File: config.mk
export PLATFORM = sky130hd
export DESIGN_NAME = img_byte_buffer
export DESIGN_NICKNAME = d
export VERILOG_FILES = /design/src/rtl/img_byte_buffer.sv
export SDC_FILE = /design/constraint.sdc
export NUM_CORES = 1
export LEC_CHECK = 0
export ABC_AREA = 1
export CAP_MARGIN = 20
export CORE_AREA = 2 2 316 318
export CTS_CLUSTER_DIAMETER = 60
export CTS_CLUSTER_SIZE = 12
export DETAILED_ROUTE_END_ITERATION = 10
export DIE_AREA = 0 0 318 320
export PLACE_DENSITY = 0.55
export SLEW_MARGIN = 25
export SYNTH_ARGS = -nofsm -noshare
export SYNTH_HDL_FRONTEND = slang
export SYNTH_SLANG_ARGS = --single-unit
File: constraint.sdc
create_clock -name clk -period 3.6 [get_ports clk]
set_input_delay 0.54 -clock clk [delete_from_list [all_inputs] [get_ports clk]]
set_output_delay 0.54 -clock clk [all_outputs]
set_load 0.02 [all_outputs]
File: src/rtl/img_byte_buffer.sv
// Byte-stream image assembler: packs 8 pixels per byte into a flat binary image
// and holds it for the inference controller until consumed or cleared.
module img_byte_buffer #(
  parameter int unsigned IMG_PIXELS     = 784,
  parameter int unsigned TIMEOUT_CYCLES = 1000000
) (
  input  logic       clk,
  input  logic       rst_n,
  input  logic [7:0] rx_byte,
  input  logic       rx_valid,
  output logic       rx_ready,
  input  logic       clear_req,
  input  logic       result_ready,
  output logic       img_out [0:IMG_PIXELS-1],
  output logic       img_buffer_full,
  output logic [6:0] byte_count,
  output logic       overflow_err,
  output logic       timeout_err
);

  localparam int unsigned NUM_BYTES = IMG_PIXELS / 8;
  localparam int unsigned IDX_W     = $clog2(IMG_PIXELS);
  localparam int unsigned TO_W      = (TIMEOUT_CYCLES > 1) ? $clog2(TIMEOUT_CYCLES) : 1;
  localparam logic [TO_W-1:0] TO_LAST   = TO_W'((TIMEOUT_CYCLES == 0) ? 0 : TIMEOUT_CYCLES - 1);
  localparam logic [6:0]      LAST_BYTE = 7'(NUM_BYTES - 1);

  typedef enum logic {
    FILL,
    FULL
  } state_t;

  state_t            state;
  state_t            state_nxt;
  logic              rr_q;
  logic              rr_rise;
  logic              accept;
  logic              consume;
  logic              idle_tick;
  logic              idle_expire;
  logic [TO_W-1:0]   idle_cnt;
  logic [IDX_W-1:0]  base;

  assign rr_rise = result_ready & ~rr_q;
  assign base    = IDX_W'(byte_count) << 3;

  always_ff @(posedge clk or negedge rst_n) begin
    if (!rst_n) state <= FILL;
    else        state <= state_nxt;
  end

  always_comb begin
    state_nxt       = state;
    rx_ready        = 1'b0;
    img_buffer_full = 1'b0;
    accept          = 1'b0;
    consume         = 1'b0;
    case (state)
      FILL: begin
        rx_ready = 1'b1;
        accept   = rx_valid & ~clear_req;
        if (accept && byte_count == LAST_BYTE) state_nxt = FULL;
      end
      FULL: begin
        img_buffer_full = 1'b1;
        consume         = rr_rise | clear_req;
        if (consume) state_nxt = FILL;
      end
      default: state_nxt = FILL;
    endcase
  end

  // Idle timer only runs on a partially filled image with no accept or clear this cycle
  assign idle_tick   = (TIMEOUT_CYCLES != 0) && (state == FILL) && (byte_count != 7'd0)
                       && !accept && !clear_req;
  assign idle_expire = idle_tick && (idle_cnt == TO_LAST);

  always_ff @(posedge clk or negedge rst_n) begin
    if (!rst_n) begin
      rr_q         <= 1'b0;
      byte_count   <= '0;
      idle_cnt     <= '0;
      overflow_err <= 1'b0;
      timeout_err  <= 1'b0;
    end else begin
      rr_q        <= result_ready;
      timeout_err <= idle_expire;

      if (state == FULL) begin
        if (consume) byte_count <= '0;
      end else if (clear_req || idle_expire) begin
        byte_count <= '0;
      end else if (accept) begin
        byte_count <= byte_count + 7'd1;
      end

      if (idle_tick && !idle_expire) idle_cnt <= idle_cnt + TO_W'(1);
      else                           idle_cnt <= '0;

      if (clear_req)                      overflow_err <= 1'b0;
      else if (state == FULL && rx_valid) overflow_err <= 1'b1;
    end
  end

  // Byte MSB lands on the lowest pixel index of its 8-pixel slot
  always_ff @(posedge clk or negedge rst_n) begin
    if (!rst_n) begin
      img_out <= '{default: 1'b0};
    end else if (accept) begin
      for (int unsigned i = 0; i < 8; i++) begin
        img_out[base + IDX_W'(i)] <= rx_byte[3'(7 - i)];
      end
    end
  end

endmodule

Fig. 1: signal metal coverage by tile
The die is cut into 32 by 32 equal tiles; dark blue is low, red is high, scaled to the fullest tile. Values are wire area over tile area, all layers added.
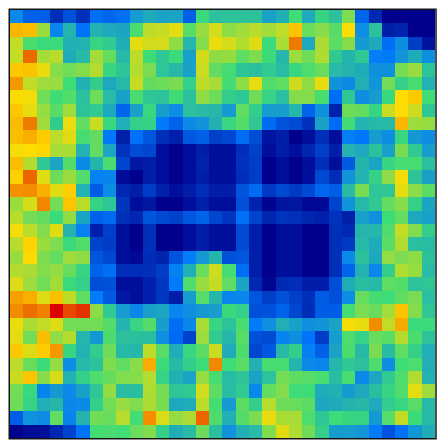
The emptiest ninth of the die: middle. 37% of the tiles are over half the peak. 4.0% of the tiles are nearly empty. The fullest tile reaches 0.44. The mean over all tiles is 0.18.

Fig. 2: cells by drive strength
Bar = 100 um.
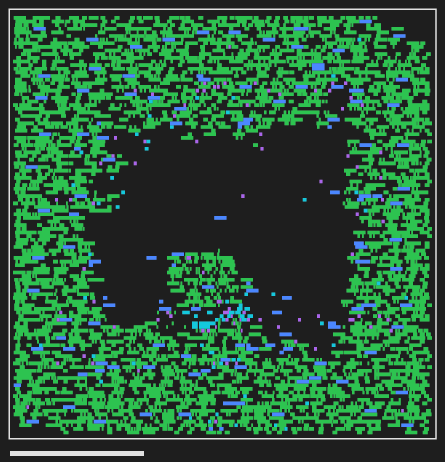
Key: drive 3 to 4 = cyan [cells 70]; drive 2 = purple [cells 90]; drive 1 or less = green [cells 3422]; drive 6 and up = blue [cells 128]
worst setup margin: 0.934 ns
Syn-to-layout area delta: 41.2%
final std cell area, no fill: 0.0420 mm2
nonclk buf count: 871

Fig. 3: clock wires, drivers and flops
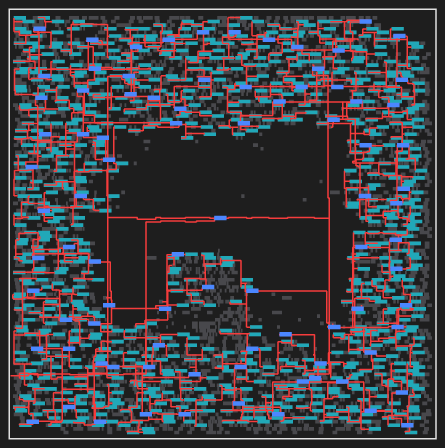
Key: flip-flops = cyan [count 815]; cells driving clock nets = blue [count 87]; clock wires = red [length 11200 um]
There are 88 routed clock nets.

==> flow_results.xml <==
<?xml version="1.0" encoding="UTF-8"?>
<metrics>
  <group name="floorplanning">
    <metric name="core_area" unit="mm2">0.0980</metric>
    <metric name="floorplan.rows" unit="">115</metric>
    <metric name="die_area" unit="mm2">0.102</metric>
    <metric name="chipHeight" unit="um">320</metric>
    <metric name="design.portCount" unit="">808</metric>
    <metric name="dieWidth" unit="um">318</metric>
    <metric name="floorplan.core_util" unit="">0.304</metric>
  </group>
  <group name="synth">
    <metric name="ys_cells" unit="">2905</metric>
    <metric name="ys_seq_share" unit="">0.685</metric>
    <metric name="postSynthRegisterBits" unit="">815</metric>
    <metric name="ys_top_cells_by_area" unit="">sky130_fd_sc_hd__dfrtp_1 (69%), sky130_fd_sc_hd__nand2_1 (11%), sky130_fd_sc_hd__o21ai_0 (9.7%), sky130_fd_sc_hd__o21ai_1 (3.6%), sky130_fd_sc_hd__clkbuf_1 (2.0%)</metric>
    <metric name="syn_area" unit="mm2">0.0298</metric>
    <metric name="ys_async_sr_fraction" unit="">1.00</metric>
    <metric name="synth-warning-count" unit="">0</metric>
    <metric name="synth-edff-count" unit="">0</metric>
    <metric name="largest_area_cell" unit="">sky130_fd_sc_hd__dfrtp_1</metric>
    <metric name="post-synth-top-area-fraction" unit="">0.685</metric>
    <metric name="synth_top_flop_cell" unit="">sky130_fd_sc_hd__dfrtp_1</metric>
    <metric name="synth_chip_area" unit="mm2">0.0298</metric>
    <metric name="postSynthAreaPerCell" unit="um2">10.2</metric>
    <metric name="syn-num-nets" unit="">2922</metric>
  </group>
  <group name="global_route">
    <metric name="globalRoute.totalOverflow" unit="">0</metric>
    <metric name="grt_start_max_net_pins" unit="">99</metric>
    <metric name="global_route_wire_length_before_repair" unit="um">164000</metric>
    <metric name="grt_usage" unit="">0.216</metric>
    <metric name="first_global_vias" unit="">23100</metric>
    <metric name="antenna_found_initial" unit="">1</metric>
  </group>
  <group name="detailed_routing">
    <metric name="detail_route.first_pass.iterations" unit="">5</metric>
    <metric name="vias_per_cell" unit="">4.67</metric>
    <metric name="drt_first_iter_violations" unit="">1667</metric>
    <metric name="routed_wl" unit="um">111000</metric>
    <metric name="route.detailed.drc" unit="">0</metric>
    <metric name="via_count" unit="">23342</metric>
    <metric name="detail_route.wl_per_cell" unit="um">22.3</metric>
  </group>
  <group name="status">
    <metric name="status" unit="">complete, no violations</metric>
  </group>
  <group name="final_timing">
    <metric name="slew-limit-headroom" unit="">0.343</metric>
    <metric name="timing.clock.skew" unit="ns">0.0177</metric>
    <metric name="min_period" unit="ns">2.67</metric>
    <metric name="timing.final.crit_share" unit="">0.741</metric>
    <metric name="worst_pin_slew" unit="ns">0.984</metric>
    <metric name="finalHoldViolations" unit="">0</metric>
    <metric name="timing.fmax" unit="MHz">375</metric>
    <metric name="maxSlewViolCount" unit="">0</metric>
    <metric name="setup_violations" unit="">0</metric>
    <metric name="rsz0062_at_grt" unit="">false</metric>
    <metric name="timing.hold.ws" unit="ns">0.374</metric>
    <metric name="final.setup.tns" unit="ns">0</metric>
  </group>
  <group name="clocking">
    <metric name="tritoncts" unit="">built</metric>
    <metric name="worst_setup_hold_path_clk_slew" unit="ns">0.06</metric>
    <metric name="postCtsResizedCells" unit="">0</metric>
    <metric name="clock_tree.root_cell" unit="">sky130_fd_sc_hd__clkbuf_16</metric>
    <metric name="cts-buffers-inserted" unit="">87</metric>
    <metric name="insertion_delay" unit="ns">0.65</metric>
    <metric name="cts.sinks" unit="">815</metric>
    <metric name="htree_levels" unit="">3</metric>
    <metric name="bufs_on_longest_clock_path" unit="">3</metric>
  </group>
  <group name="pwr">
    <metric name="power_frac_comb" unit="">0.072</metric>
    <metric name="powerDensity" unit="mW/mm2">461</metric>
    <metric name="power.sequential.fraction" unit="">0.489</metric>
    <metric name="netSwitchingFraction" unit="">0.246</metric>
    <metric name="irDropWorstVdd" unit="mV">0.393</metric>
    <metric name="p_leak" unit="nW">18.1</metric>
    <metric name="p_int" unit="mW">14.6</metric>
    <metric name="netSwitchingPower" unit="mW">4.77</metric>
    <metric name="share_clk_of_total_power" unit="">0.440</metric>
  </group>
  <group name="hold_path">
    <metric name="hold_start" unit="">result_ready</metric>
    <metric name="min_path_type" unit="">in2reg</metric>
    <metric name="min_to" unit="">rr_q</metric>
    <metric name="hold-path-cell-count" unit="">1</metric>
  </group>
  <group name="final_layout">
    <metric name="layout_top_cell" unit="">sky130_fd_sc_hd__nand2_1</metric>
    <metric name="proportion_of_layout_cells_with_a_drive_suffix_above_1" unit="">0.0776</metric>
    <metric name="final.fill_count" unit="">9442</metric>
    <metric name="layout_top_cells" unit="">sky130_fd_sc_hd__nand2_1 (870), sky130_fd_sc_hd__dfrtp_1 (815), sky130_fd_sc_hd__clkdlybuf4s50_1 (806)</metric>
    <metric name="nNetsFinal" unit="">3693</metric>
    <metric name="insertedDiodeCount" unit="">0</metric>
  </group>
  <group name="worst_setup_path">
    <metric name="setup.reg_to_reg.worst_slack" unit="ns">1.12</metric>
    <metric name="cp_data_arrival_time" unit="ns">2.13</metric>
    <metric name="worst_reg2reg_startpoint" unit="">byte_count[5]</metric>
    <metric name="rr_worst_depth" unit="">5</metric>
    <metric name="crit_required" unit="ns">3.06</metric>
    <metric name="worst_setup_path_end_kind" unit="">output port</metric>
    <metric name="cp_max_fo" unit="">8</metric>
    <metric name="r2r-end" unit="">img_out[37]</metric>
    <metric name="path_class" unit="">reg2out</metric>
  </group>
  <group name="placement">
    <metric name="place_area" unit="mm2">0.0394</metric>
    <metric name="detailed_place_hpwl" unit="um">75800</metric>
    <metric name="gp_congestion" unit="">0.809</metric>
    <metric name="portBuffers" unit="">807</metric>
  </group>
  <group name="job">
    <metric name="max_cap_viol_count" unit="">0</metric>
    <metric name="log.warning_count" unit="">28</metric>
  </group>
</metrics>
state kept, by name, indices dropped and copies added, names as in the netlist:
register      flops
img_out         784
overflow_err      1
idle_cnt         20
timeout_err       1
state             1
byte_count        7
rr_q              1
metal layers:
layer  wire (um)  global-route usage
met4        2400              0.0584
met2       52500               0.351
met3        9370              0.0723
met1       47100               0.275
met5           0                   0
metrics by stage:
step	cells	util	setup slack, ns	power (mW)
after floorplan	2905	-	1.76	10.1
after global placement	4873	0.403	0.543	11.0
after detailed placement	4873	0.403	0.549	11.0
after CTS	4997	0.429	0.861	19.6
after global routing	4997	0.429	0.809	20.1
final	4997	0.429	0.934	19.3
worst max-delay path, stage by stage (launching register included):
cell                              delay [ns]
sky130_fd_sc_hd__dfrtp_1                0.50
sky130_fd_sc_hd__clkinv_1               0.34
sky130_fd_sc_hd__clkdlybuf4s50_1        0.64
layout make-up:
| type | instances | area (um2) | area share |
|---|---|---|---|
| multi-input cells | 1861 | 8470 | 0.202 |
| clock inverters | 26 | 290 | 0.00691 |
| flip-flops and latches | 815 | 20400 | 0.485 |
| repair buffers | 871 | 8800 | 0.210 |
| clock buffers | 97 | 2270 | 0.0539 |
| well taps | 1287 | 1610 | 0.0383 |
| inverters | 40 | 175 | 0.00417 |
cells in the mapped netlist (8+ instances only):
master and count:
sky130_fd_sc_hd__buf_2 23, sky130_fd_sc_hd__nor2_1 47, sky130_fd_sc_hd__nor2_4 8, sky130_fd_sc_hd__inv_1 32, sky130_fd_sc_hd__clkbuf_1 158, sky130_fd_sc_hd__nand2_2 69
sky130_fd_sc_hd__nand4_1 14, sky130_fd_sc_hd__dfrtp_1 815, sky130_fd_sc_hd__o21ai_0 578, sky130_fd_sc_hd__nor2_2 13, sky130_fd_sc_hd__nor3_1 12, sky130_fd_sc_hd__nand3_1 8
sky130_fd_sc_hd__o21ai_1 215, sky130_fd_sc_hd__nand2_1 870, sky130_fd_sc_hd__xor2_1 8
worst max-delay path by stage:
stage,start,end,depth (start not counted)
floorplan,rx_valid,img_out[694],11
global placement,rx_valid,img_out[491],10
detailed placement,rx_valid,img_out[44],9
CTS,state,rx_ready,2
global route,state,rx_ready,2
finish,state,rx_ready,2
power groups by stage:
| stage | registers [mW] | logic, mW | clock network, mW |
|---|---|---|---|
| after floorplan | 9.84 | 0.286 | 0 |
| after global placement | 9.61 | 1.41 | 0 |
| after detailed placement | 9.61 | 1.40 | 0 |
| after CTS | 9.45 | 1.41 | 8.75 |
| after global routing | 9.47 | 1.51 | 9.12 |
| final | 9.46 | 1.38 | 8.51 |
cells by family (layout without fill, tap and decap cells):
kind of cell / count (synthesis) / in the layout / synth area share
fa+ha+maj: 4 / 4 / 0.00168
compound gates: 798 / 798 / 0.135
flops: 815 / 815 / 0.685
xor+xnor: 10 / 10 / 0.00294
simple gates: 1049 / 1049 / 0.144
buf+inv: 229 / 1034 / 0.0311
what timing repair did:
| item | CTS | global route |
|---|---|---|
| setup endpoints to repair | 0 | 0 |
| setup buffers | 0 | 0 |
| endpoints found under the hold margin | 62 | 0 |
| hold buffers | 1 | 0 |
Power figures rest on the tool's default switching activity, not on a simulated workload.
